--- src/rtl/regfile_sb.sv ---
// Parametrised register file with write-back bypass, RegDst/MemToReg muxing
// and a per-register load scoreboard that drives decode hazard and stall signals.
module regfile_sb #(
  parameter int unsigned DATA_W  = 16,
  parameter int unsigned ADDR_W  = 4,
  parameter bit          R0_ZERO = 1'b0
) (
  input  logic              clk,
  input  logic              rst,
  input  logic [ADDR_W-1:0] A_Rd1,
  input  logic [ADDR_W-1:0] A_Rd2,
  input  logic [ADDR_W-1:0] A_RdSW,
  input  logic              C_Rd1En,
  input  logic              C_Rd2En,
  input  logic              C_RdSWEn,
  output logic [DATA_W-1:0] D_Rd1,
  output logic [DATA_W-1:0] D_Rd2,
  output logic [DATA_W-1:0] D_RdSW,
  input  logic [ADDR_W-1:0] A_WriteRT,
  input  logic [ADDR_W-1:0] A_WriteRD,
  input  logic              C_RegDstWrite,
  input  logic              C_RegWrite,
  input  logic              C_MemToReg,
  input  logic [DATA_W-1:0] D_MDR_IN,
  input  logic [DATA_W-1:0] D_ALU_IN,
  input  logic              C_MarkBusy,
  input  logic [ADDR_W-1:0] A_MarkBusy,
  output logic              H_Rd1,
  output logic              H_Rd2,
  output logic              H_RdSW,
  output logic              C_Stall,
  output logic [ADDR_W:0]   N_Busy
);

  localparam int unsigned DEPTH = 1 << ADDR_W;
  localparam int unsigned CNT_W = ADDR_W + 1;

  logic [DATA_W-1:0] mem [DEPTH];
  logic [DEPTH-1:0]  busy;

  logic [ADDR_W-1:0] waddr_c;
  logic [DATA_W-1:0] wdata_c;
  logic              wr_ok_c;
  logic              mark_ok_c;
  logic              cnt_inc_c;
  logic              cnt_dec_c;

  // Write port muxing; register 0 silently absorbs writes and marks when hardwired.
  always_comb begin
    waddr_c   = C_RegDstWrite ? A_WriteRD : A_WriteRT;
    wdata_c   = C_MemToReg ? D_MDR_IN : D_ALU_IN;
    wr_ok_c   = C_RegWrite & ~(R0_ZERO && (waddr_c == '0));
    mark_ok_c = C_MarkBusy & ~(R0_ZERO && (A_MarkBusy == '0));
  end

  // Net population change: a mark only counts on an idle bit, a clear only on a
  // busy bit that is not simultaneously re-marked.
  always_comb begin
    cnt_inc_c = mark_ok_c & ~busy[A_MarkBusy];
    cnt_dec_c = wr_ok_c & busy[waddr_c] & ~(mark_ok_c && (A_MarkBusy == waddr_c));
  end

  function automatic logic [DATA_W-1:0] rd_data(input logic [ADDR_W-1:0] addr);
    if (R0_ZERO && (addr == '0))
      rd_data = '0;
    else if (wr_ok_c && (addr == waddr_c))
      rd_data = wdata_c;
    else
      rd_data = mem[addr];
  endfunction

  function automatic logic hazard(input logic [ADDR_W-1:0] addr);
    hazard = busy[addr] & ~(wr_ok_c && (addr == waddr_c));
  endfunction

  // Combinational read ports with bypass and hazard detection.
  always_comb begin
    D_Rd1   = rd_data(A_Rd1);
    D_Rd2   = rd_data(A_Rd2);
    D_RdSW  = rd_data(A_RdSW);
    H_Rd1   = hazard(A_Rd1);
    H_Rd2   = hazard(A_Rd2);
    H_RdSW  = hazard(A_RdSW);
    C_Stall = (H_Rd1 & C_Rd1En) | (H_Rd2 & C_Rd2En) | (H_RdSW & C_RdSWEn);
  end

  // Register array.
  always_ff @(posedge clk or negedge rst) begin
    if (!rst) begin
      for (int i = 0; i < int'(DEPTH); i++) mem[i] <= '0;
    end else if (wr_ok_c) begin
      mem[waddr_c] <= wdata_c;
    end
  end

  // Scoreboard: a mark on the same register as a write-back wins.
  always_ff @(posedge clk or negedge rst) begin
    if (!rst) begin
      busy <= '0;
    end else begin
      if (wr_ok_c)   busy[waddr_c]    <= 1'b0;
      if (mark_ok_c) busy[A_MarkBusy] <= 1'b1;
    end
  end

  always_ff @(posedge clk or negedge rst) begin
    if (!rst) begin
      N_Busy <= '0;
    end else if (cnt_inc_c && !cnt_dec_c) begin
      N_Busy <= N_Busy + CNT_W'(1);
    end else if (cnt_dec_c && !cnt_inc_c) begin
      N_Busy <= N_Busy - CNT_W'(1);
    end
  end

endmodule

--- config.mk ---
export PLATFORM = sky130hd
export DESIGN_NAME = regfile_sb
export DESIGN_NICKNAME = d
export VERILOG_FILES = /design/src/rtl/regfile_sb.sv
export SDC_FILE = /design/constraint.sdc
export NUM_CORES = 1
export LEC_CHECK = 0
export CORE_UTILIZATION = 45
export DETAILED_ROUTE_END_ITERATION = 7
export HOLD_SLACK_MARGIN = 0.15
export SYNTH_ARGS = -nofsm -noshare
export SYNTH_HDL_FRONTEND = slang
export SYNTH_SLANG_ARGS = --single-unit
--- constraint.sdc ---
create_clock -name clk -period 5.5 [get_ports clk]
set_input_delay 0.55 -clock clk [delete_from_list [all_inputs] [get_ports clk]]
set_output_delay 0.55 -clock clk [all_outputs]
set_load 0.02 [all_outputs]
==> flow_summary.json, run 1 <==
{
  "status": "complete, no violations",
  "reg2reg_depth": 11,
  "final_hold_viol_count": 0,
  "mostFrequentLayoutCell": "dfrtp_1",
  "slowest_stage": "mux2i_2",
  "antenna_found_initial": 0,
  "synth_seq_share": 0.3925,
  "tns_ns": 0,
  "synthTopCellsByArea": "dfrtp_1, mux4_2, a21oi_1, nor2_1, mux4_1",
  "drc_errors": 0,
  "insertedDiodeCount": 0,
  "path_cells": "clkdlybuf4s50_1 > mux2i_2 > xnor2_1 > nand4_1 > buf_4 > o21ai_0 > clkdlybuf4s50_1",
  "top_area_cell": "dfrtp_1",
  "r2r_slack_ns": 2.39,
  "netSwitchingFraction": 0.3293,
  "seqPwrFrac": 0.370,
  "arrival_ns": 4.19,
  "gp_congestion": 0.9301,
  "fin_crit_ns": 4.741,
  "ys_ff": 277,
  "setup_slack_ns": 0.7588,
  "clock_sinks": 277,
  "root_buffer": "clkbuf_16",
  "yosysWarnings": 0,
  "regArea_sq_um": 6932,
  "p_per_area_nw_per_um2": 451.7,
  "critical_path.max_stage_delay_ns": 0.83,
  "syn_area_sq_um": 17660,
  "power_frac_comb": 0.368,
  "num-fill-cells": 3280,
  "fp-row-count": 72,
  "dpl.hpwl_mm": 32.69,
  "hold_ws_ns": 0.4778,
  "final_area_sq_um": 20390,
  "rsz0062_at_grt": "false",
  "synth-edff-count": 0,
  "crit_type": "input port to output port",
  "async_flop_share": 1.000,
  "synth_cell_types": 51,
  "avgSynthCellArea_sq_um": 12.26,
  "overflow": 0,
  "final_layout_size_suffix_gt1_frac": 0.2449,
  "finalNonFillerCells": 2045,
  "dp_slack_ns": 0.8395,
  "clkPwrFrac": 0.262,
  "yosysCellCount": 1441,
  "numCtsBuffers": 34,
  "die-area_sq_um": 40040,
  "required_ns": 4.95,
  "drtIter0Drc": 1335,
  "placed_area_sq_um": 19160,
  "clkTransAtPathRegs_ns": 0.06,
  "p_switching_mw": 3.032,
  "period_used_share": 0.8620,
  "crit_path_end_kind": "output port",
  "layout.nets": 1572,
  "grt_pass1_wl_mm": 83.08,
  "flop_cell": "dfrtp_1",
  "multiInputGateArea_sq_um": 9902,
  "p_leak_nw": 7.995,
  "setup_viol": 0,
  "fin_total_pwr_mw": 9.209,
  "start_kind": "input port"
}
-- run 1: registers in the layout (all words and copies together) (netlist names) --
name	count
busy	16
mem	256
N_Busy	5
-- run 1: cells by family (layout without fill, tap and decap cells) --
group	count (synthesis)	in the layout	share of synthesized area
flops	277	277	0.3925
xor+xnor	19	19	0.009422
compound gates	327	327	0.09549
simple gates	340	340	0.07984
mux	302	302	0.3672
buf+inv	171	257	0.05157
fa+ha+maj	5	5	0.003967
-- run 1: routing by layer --
layer	part of all wire	vias up	global-route usage	wire length [um]
met3	0.074	96	0.04279	3938
met5	0	-	0	0
met4	0.030	0	0.09148	1625
li1	-	5576	-	-
met1	0.40	6641	0.3761	21500
met2	0.49	573	0.4526	26420
-- run 1: timing repair --
action | 4_1_cts | 5_1_grt
hold buffers | 1 | 0
setup buffers | 0 | 0
gates resized | 0 | 0
hold endpoints to repair | 64 | 0
-- run 1: Yosys cell counts (all sizes together) (6+ instances only) --
cell type  count
dfrtp        277
nor2         274
mux4         262
a21oi        258
buf           98
o21ai         50
nand2         43
clkbuf        40
mux2i         39
inv           30
xnor2         11
xor2           8
nand2b         6
-- run 1: power groups by stage --
stage / combinational, mW / clock, mW / sequential [mW]
2_1_floorplan: 2.44 / 0 / 3.22
6_report: 3.39 / 2.42 / 3.41
4_1_cts: 3.40 / 2.45 / 3.39
3_5_place_dp: 3.38 / 0 / 3.42
3_3_place_gp: 3.32 / 0 / 3.36
5_1_grt: 3.66 / 2.53 / 3.52
-- run 1: layout make-up --
type,count,share of cell area
inverters,30,0.005523
well taps,518,0.03179
clock inverters,14,0.01080
flip-flops and latches,277,0.3400
repair buffers,166,0.07720
multi-input cells,993,0.4857
clock buffers,47,0.04903
-- run 1: worst max path at each step --
stage               cells past startpoint         to     startpoint
finish                                  7  D_RdSW[8]  C_RegDstWrite
global route                            7  D_RdSW[8]  C_RegDstWrite
CTS                                     7  D_RdSW[8]  C_RegDstWrite
detailed placement                      7  D_RdSW[8]  C_RegDstWrite
global placement                        7  D_RdSW[3]  C_RegDstWrite
floorplan                              12  N_Busy[4]  A_MarkBusy[0]
-- run 1: critical path, delay by kind of cell --
| kind | cells | cell delay (ns) |
|---|---|---|
| multiplexers | 1 | 0.83 |
| buffers and inverters | 3 | 1.87 |
| XOR/XNOR | 1 | 0.20 |
| AND/OR/NAND/NOR | 1 | 0.51 |
| AND-OR/OR-AND | 1 | 0.22 |
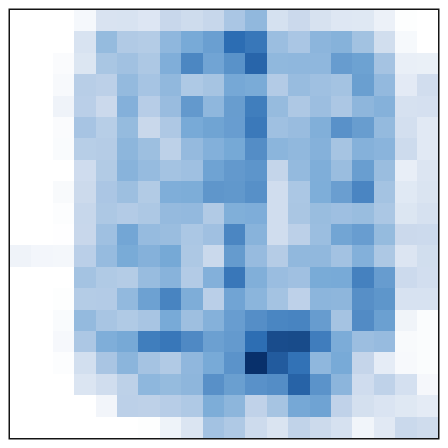
*Wire density map, run 1*
The die is cut into 20 by 20 equal tiles; white is low, dark blue is high, scaled to the fullest tile. Values are wire area over tile area, all layers added.
mean over tiles: 0.22
tiles over half the peak: 19%
nearly empty tiles: 14%
fullest tile: 0.68
Routed WL per cell: 26.15 um
via count: 12,890
Total GRT Usage: 0.2753
final wirelength: 53.48 mm

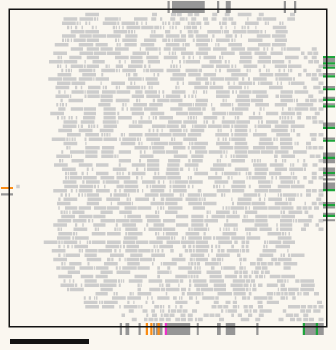
*Pin map, run 1*
The bar under the picture is 50 um long. Pins as bars across the die edge, other pins in gray.
[orange] `A_Rd1` | pins: 4 | direction: input | edge: 3 south, 1 west
[magenta] `C_Rd1En` | pins: 1 | direction: input | edge: south
[green] `D_ALU_IN` | pins: 16 | direction: input | edge: 14 east, 2 south
Die H: 200.1 um
Port Buf Inserts: 121
chip width: 200.1 um

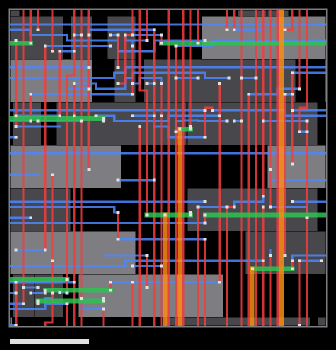
*Close-up of the layout, run 1*
The bar under the picture is 5 um long. Window x 90 to 110, y 130 to 150 um. Cells in gray, sequential cells in the stronger gray; small squares are vias.
[blue] met1
[orange] met4
[red] met2
[green] met3
sequential cells in the window: 5
cells with their middle in the window: 16
most frequent: dfrtp_1 (5), mux4_2 (4)
netlist names of flops here include: `mem` (5)

==> run 2, diff against run 1 <==
--- a/config.mk
+++ b/config.mk
@@ -9,4 +9,5 @@
 export DETAILED_ROUTE_END_ITERATION = 7
 export HOLD_SLACK_MARGIN = 0.15
+export REMOVE_ABC_BUFFERS = 1
 export SYNTH_ARGS = -nofsm -noshare
 export SYNTH_HDL_FRONTEND = slang
==> constraint.sdc (replaced) <==
create_clock -name clk -period 5.5 [get_ports clk]
set_input_delay 0.825 -clock clk [delete_from_list [all_inputs] [get_ports clk]]
set_output_delay 0.825 -clock clk [all_outputs]
set_load 0.02 [all_outputs]
==> run 2 against run 1 <==
  * Power shrank 3.3%
  * Routed wire length decreased by 2.4%
  * First-iteration DRC count shrank 11%
  * Maximum frequency decreased by 4.1%
  * Die area unchanged
  * Final cell count hardly changed
  * Sequential power hardly changed
  * Synthesized area stayed put
  * Clock power fell by 9.9%
  * Global-route usage fell by 0.71 points
  * Critical path type unchanged
==> flow_summary.json, run 2 <==
{
  "status": "complete, no violations",
  "dp_slack_ns": 0.5076,
  "top_cells_by_count": "dfrtp_1, nor2_1, a21oi_1, mux4_2, buf_2",
  "final_hold_viol_count": 0,
  "start_kind": "input port",
  "vias": 12790,
  "post_cts_buffers": 0,
  "final_layout_size_suffix_gt1_frac": 0.2420,
  "critical_path.max_stage_delay_ns": 0.74,
  "root_buffer": "clkbuf_16",
  "arrival_ns": 4.12,
  "wire_per_inst_um": 25.50,
  "layout.nets": 1579,
  "postCtsHoldBufs": 0,
  "r2r_slack_ns": 2.36,
  "path_cells": "clkdlybuf4s50_1 > mux2i_4 > xnor2_1 > nor3_4 > nand3_4 > mux2i_1 > clkdlybuf4s50_1",
  "dpl.hpwl_mm": 32.03,
  "synth_cell_types": 51,
  "power_frac_comb": 0.373,
  "syn_area_sq_um": 17660,
  "reg2reg_depth": 11,
  "drc_errors": 0,
  "fin_crit_ns": 4.941,
  "synthTopCellsByArea": "dfrtp_1, mux4_2, a21oi_1, nor2_1, mux4_1",
  "fin_total_pwr_mw": 8.903,
  "met2_usage": 0.4167,
  "setup_viol": 0,
  "async_flop_share": 1.000,
  "port_buffers": 121,
  "use_met3": 0.05288,
  "drtIter0Drc": 1192,
  "crit_path_end_kind": "output port",
  "flop_cell": "dfrtp_1",
  "mostFrequentLayoutCell": "dfrtp_1",
  "slowest_stage": "clkdlybuf4s50_1",
  "ctsResizeCount": 0,
  "required_ns": 4.68,
  "routed_wl_mm": 52.20,
  "top_cell": "dfrtp_1",
  "synth-edff-count": 0,
  "num-fill-cells": 3300,
  "clkPwrFrac": 0.245,
  "groute.usage.overall": 0.2681,
  "yosysCellCount": 1441,
  "busiest_layer": "met2",
  "clkTransAtPathRegs_ns": 0.05,
  "antenna_found_initial": 0,
  "die_y_um": 200.1,
  "p_per_area_nw_per_um2": 437.6,
  "regMostFlops": "mem"
}
-- run 2: cell counts after synthesis --
Identical to the previous run, type by type.
-- run 2: layout make-up --
class / instances / area, sq um / share of cell area
multi-input combinational: 993 / 9920 / 0.4875
sequential: 277 / 6932 / 0.3407
timing repair buffer: 173 / 1652 / 0.08118
clock buffer: 49 / 1018 / 0.05006
tap: 518 / 648.1 / 0.03186
inverter: 30 / 112.6 / 0.005535
clock inverter: 7 / 63.81 / 0.003136
-- run 2: kinds of logic after synthesis --
family                     count (synthesis)  synth area share
buffers and inverters                    171           0.05157
DFF                                      277            0.3925
and+or+nand+nor                          340           0.07984
xor gates and xnor gates                  19          0.009422
AOI/OAI and AO/OA                        327           0.09549
muxes                                    302            0.3672
adders and majority gates                  5          0.003967
-- run 2: how the worst max path moves through the flow --
stage | from | to | slack, ns | cells past startpoint
finish | C_RegDstWrite | D_Rd2[9] | 0.56 | 7
global route | C_RegDstWrite | D_Rd2[6] | 0.31 | 7
CTS | C_RegDstWrite | D_Rd2[9] | 0.48 | 7
detailed placement | C_RegDstWrite | D_Rd2[9] | 0.51 | 7
global placement | C_RegDstWrite | D_Rd2[4] | 0.55 | 7
floorplan | C_RegDstWrite | C_Stall | 1.45 | 5
-- run 2: power by group through the flow --
stage / clock network, mW / logic [mW] / registers (mW)
6_report: 2.18 / 3.32 / 3.40
3_3_place_gp: 0 / 3.26 / 3.35
4_1_cts: 2.22 / 3.34 / 3.38
3_5_place_dp: 0 / 3.33 / 3.41
2_1_floorplan: 0 / 2.32 / 3.22
5_1_grt: 2.30 / 3.60 / 3.51
-- run 2: through the flow --
| step | area (sq um) | hold WS (ns) |
|---|---|---|
| floorplan | 16860 | 0.5208 |
| global placement | 19260 | 0.4616 |
| detailed placement | 19260 | 0.4624 |
| global route | 20350 | 0.3039 |
| CTS | 20350 | 0.2773 |
| finish | 20350 | 0.2648 |
-- run 2: critical path: cells and delay by family --
kind | cells | cell delay (ns)
multiplexers | 2 | 0.95
XOR/XNOR | 1 | 0.19
buffers and inverters | 2 | 1.38
AND/OR/NAND/NOR | 2 | 0.73
-- run 2: layer usage --
metal	vias up	routed length, um	part of all wire
li1	5593	-	-
met1	6533	22020	0.42
met2	556	24280	0.47
met3	104	4232	0.081
met4	0	1678	0.032
met5	-	0	0
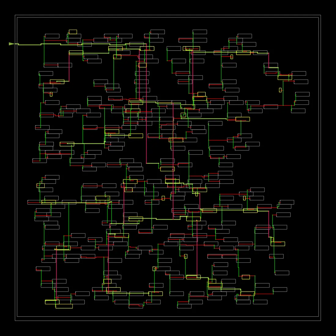
*Clock wiring as the flow saved it, run 2*
Num CTS Buffers: 34
final clock skew: 0.009289 ns

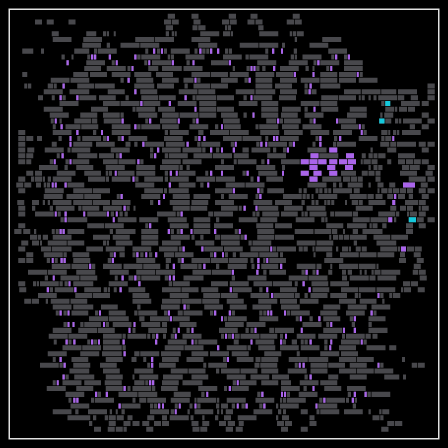
*Gate-type map, run 2*
[purple] NOR gates | cells: 278 | most used: nor2_1 | where: spread over the die
[cyan] AND-OR and OR-AND gates | cells: 3 | most used: a21o_1
combinational share of cell area: 0.4875
fin cells: 2,047

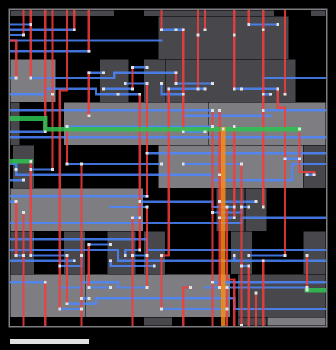
*Close-up of the layout, run 2*
The bar under the picture is 5 um long. Window x 90 to 110, y 130 to 150 um. Cells in gray, sequential cells in the stronger gray; small squares are vias.
[orange] met4
[green] met3
[blue] met1
[red] met2
sequential cells in the window: 6
netlist names of flops here include: `mem` (6)
most frequent: nor2_1 (6), dfrtp_1 (6), a21oi_1 (4)
cells with their middle in the window: 19

==> run 3, diff against run 2 <==
- ABC_AREA: unset -> 1
==> run 3 against run 2 <==
  * Cell area up 5.6%
  * Maximum frequency up 7.9%
  * Hold slack better by 0.046 ns
  * Register-to-register slack better by 0.53 ns
  * Critical path depth unchanged
  * Via count up 58%
  * Power down 8.7%
==> flow_summary.json, run 3 <==
{
  "syn_area_sq_um": 19290,
  "postCtsHoldBufs": 0,
  "power_frac_comb": 0.333,
  "period_used_share": 0.8329,
  "synth_cell_types": 42,
  "mostFrequentLayoutCell": "nand2_1",
  "required_ns": 4.68,
  "ys_ff": 277,
  "gp_congestion": 0.8852,
  "avgSynthCellArea_sq_um": 6.955,
  "largest_register_ffs": 256,
  "crit_type": "input port to output port",
  "final_hold_viol_count": 0,
  "flop_cell": "dfrtp_1",
  "yosysCellCount": 2774,
  "arrival_ns": 3.76,
  "top_area_cell": "dfrtp_1",
  "root_buffer": "clkbuf_16",
  "top_cell": "nand2_1",
  "clkTransAtPathRegs_ns": 0.06,
  "overflow": 0,
  "htree_levels": 2,
  "p_per_area_nw_per_um2": 378.5,
  "ys_area_sq_um": 19290,
  "finalNonFillerCells": 3289,
  "p_leak_nw": 9.264,
  "maxSlewViolCount": 0,
  "final.setup_skew_ns": 0.008984,
  "r2r_slack_ns": 2.89,
  "core_sq_um": 42130,
  "top_cells_by_count": "nand2_1, nand3_1, o21ai_0, dfrtp_1, a21oi_1",
  "synth_seq_share": 0.3593,
  "tns_ns": 0,
  "post_cts_buffers": 0,
  "clock_path_buffers": 3,
  "setup_viol": 0,
  "clock_sinks": 277,
  "setup.worst_path.start": "A_RdSW[3]",
  "grt_pass1_wl_mm": 111.6,
  "placed_area_sq_um": 20390,
  "reg2reg_depth": 12,
  "netSwitchingFraction": 0.3770,
  "async_flop_share": 1.000,
  "status": "complete, no violations",
  "antenna_found_initial": 0,
  "port_buffers": 121,
  "clkPwrFrac": 0.281,
  "drtIter0Drc": 2332,
  "regMostFlops": "mem",
  "p_switching_mw": 3.065,
  "insertedDiodeCount": 0,
  "tightest_slew_ns": 1.275,
  "ctsResizeCount": 0,
  "synth-edff-count": 0,
  "rsz0062_at_grt": "false",
  "synthTopCellsByArea": "dfrtp_1, nand2_1, nand3_1, o21ai_0, o211ai_1",
  "ant_nets": 0,
  "seqPwrFrac": 0.385,
  "layout.nets": 2801,
  "cp-endpoint": "D_RdSW[15]",
  "start_kind": "input port",
  "drc_errors": 0,
  "intPower_mw": 5.066,
  "crit_path_end_kind": "output port",
  "die-area_sq_um": 43700,
  "fin_crit_ns": 4.581,
  "dpl.hpwl_mm": 43.26,
  "fp-row-count": 75,
  "final_area_sq_um": 21480,
  "yosysWarnings": 0,
  "final_layout_size_suffix_gt1_frac": 0.07382,
  "biggestRegsByFlops": "mem: 256 flops, busy: 16 flops, N_Busy: 5 flops"
}
[run 3: how the worst min path moves through the flow]
stage / cells after the start / end / slack (ns) / start
global route: 1 / mem[3] / 0.41 / rst
global placement: 1 / N_Busy[4] / 0.47 / N_Busy[4]
floorplan: 2 / mem[245] / 0.48 / mem[245]
detailed placement: 1 / N_Busy[4] / 0.48 / N_Busy[4]
CTS: 1 / mem[3] / 0.38 / rst
finish: 1 / mem[3] / 0.31 / rst
[run 3: per-layer routing]
| metal | wire (um) | share of wire | track usage |
|---|---|---|---|
| met1 | 29720 | 0.40 | 0.4413 |
| met5 | 0 | 0 | 0 |
| met4 | 3686 | 0.050 | 0.1879 |
| met3 | 7480 | 0.10 | 0.05861 |
| met2 | 32690 | 0.44 | 0.5197 |
[run 3: cells by family (layout without fill, tap and decap cells)]
| logic type | Yosys count | after routing | share of synthesized area |
|---|---|---|---|
| compound gates | 923 | 923 | 0.2774 |
| xor+xnor | 7 | 7 | 0.003178 |
| fa+ha+maj | 5 | 5 | 0.003632 |
| buf+inv | 443 | 419 | 0.1030 |
| flops | 277 | 277 | 0.3593 |
| simple gates | 1119 | 1119 | 0.2535 |
[run 3: metrics by stage]
step,hold slack [ns],worst slack (ns),power [mW],utilization
global placement,0.4667,1.088,5.751,0.4840
global route,0.4149,0.8566,8.661,0.5099
CTS,0.3764,0.9802,8.119,0.5099
floorplan,0.4802,1.921,4.831,-
detailed placement,0.4783,0.9953,5.826,0.4840
finish,0.3112,0.9193,8.132,0.5099
[run 3: power groups by stage]
stage                     combinational (mW)  clock, mW  sequential [mW]
after floorplan                         1.77          0             3.06
after global placement                  2.62          0             3.13
after detailed placement                2.67          0             3.15
after CTS                               2.68       2.31             3.12
after global routing                    3.05       2.39             3.22
final                                   2.71       2.29             3.13
[run 3: layout make-up]
class	count	area (sq um)
multi-input combinational	2054	10380
clock inverter	11	138.9
sequential	277	6932
inverter	199	757.0
fill	4150	20650
timing repair buffer	164	1645
clock buffer	45	953.4
tap	539	674.4
[run 3: worst max-delay path, cell delays in order]
cell	delay [ns]
clkdlybuf4s50_1	0.52
clkinv_1	0.70
xor2_1	0.46
nand3_2	0.11
buf_4	0.23
o21ai_0	0.23
clkdlybuf4s50_1	0.64
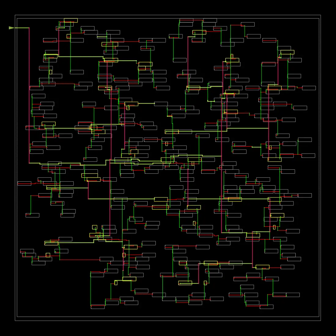
*Clock wiring as the flow saved it, run 3*
flop count: 277
latest clock arrival within the worst-skew pair: 0.55 ns
Num CTS Buffers: 35

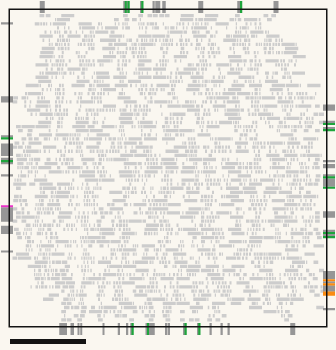
*Pin map, run 3*
The bar under the picture is 50 um long. Pins as bars across the die edge, other pins in gray.
[magenta] `C_Rd1En` | pins: 1 | direction: input | edge: west
[orange] `A_Rd1` | pins: 4 | direction: input | edge: east
[green] `D_ALU_IN` | pins: 16 | direction: input | edge: 6 east, 4 north, 4 south, 2 west
all pins by edge: 37 east, 32 south, 29 west, 24 north
Die H: 209.1 um
chip width: 209.1 um

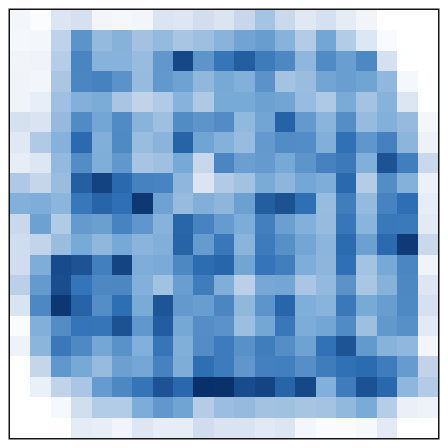
*Wire density map, run 3*
The die is cut into 21 by 21 equal tiles; white is low, dark blue is high, scaled to the fullest tile. Values are wire area over tile area, all layers added.
fullest tile: 0.63
mean over tiles: 0.29
nearly empty tiles: 4.1%
tiles over half the peak: 47%
Total GRT Usage: 0.3346
Routed WL per cell: 22.37 um
final wirelength: 73.58 mm
via count: 20,230

Power is estimated from default activity; no workload was simulated.
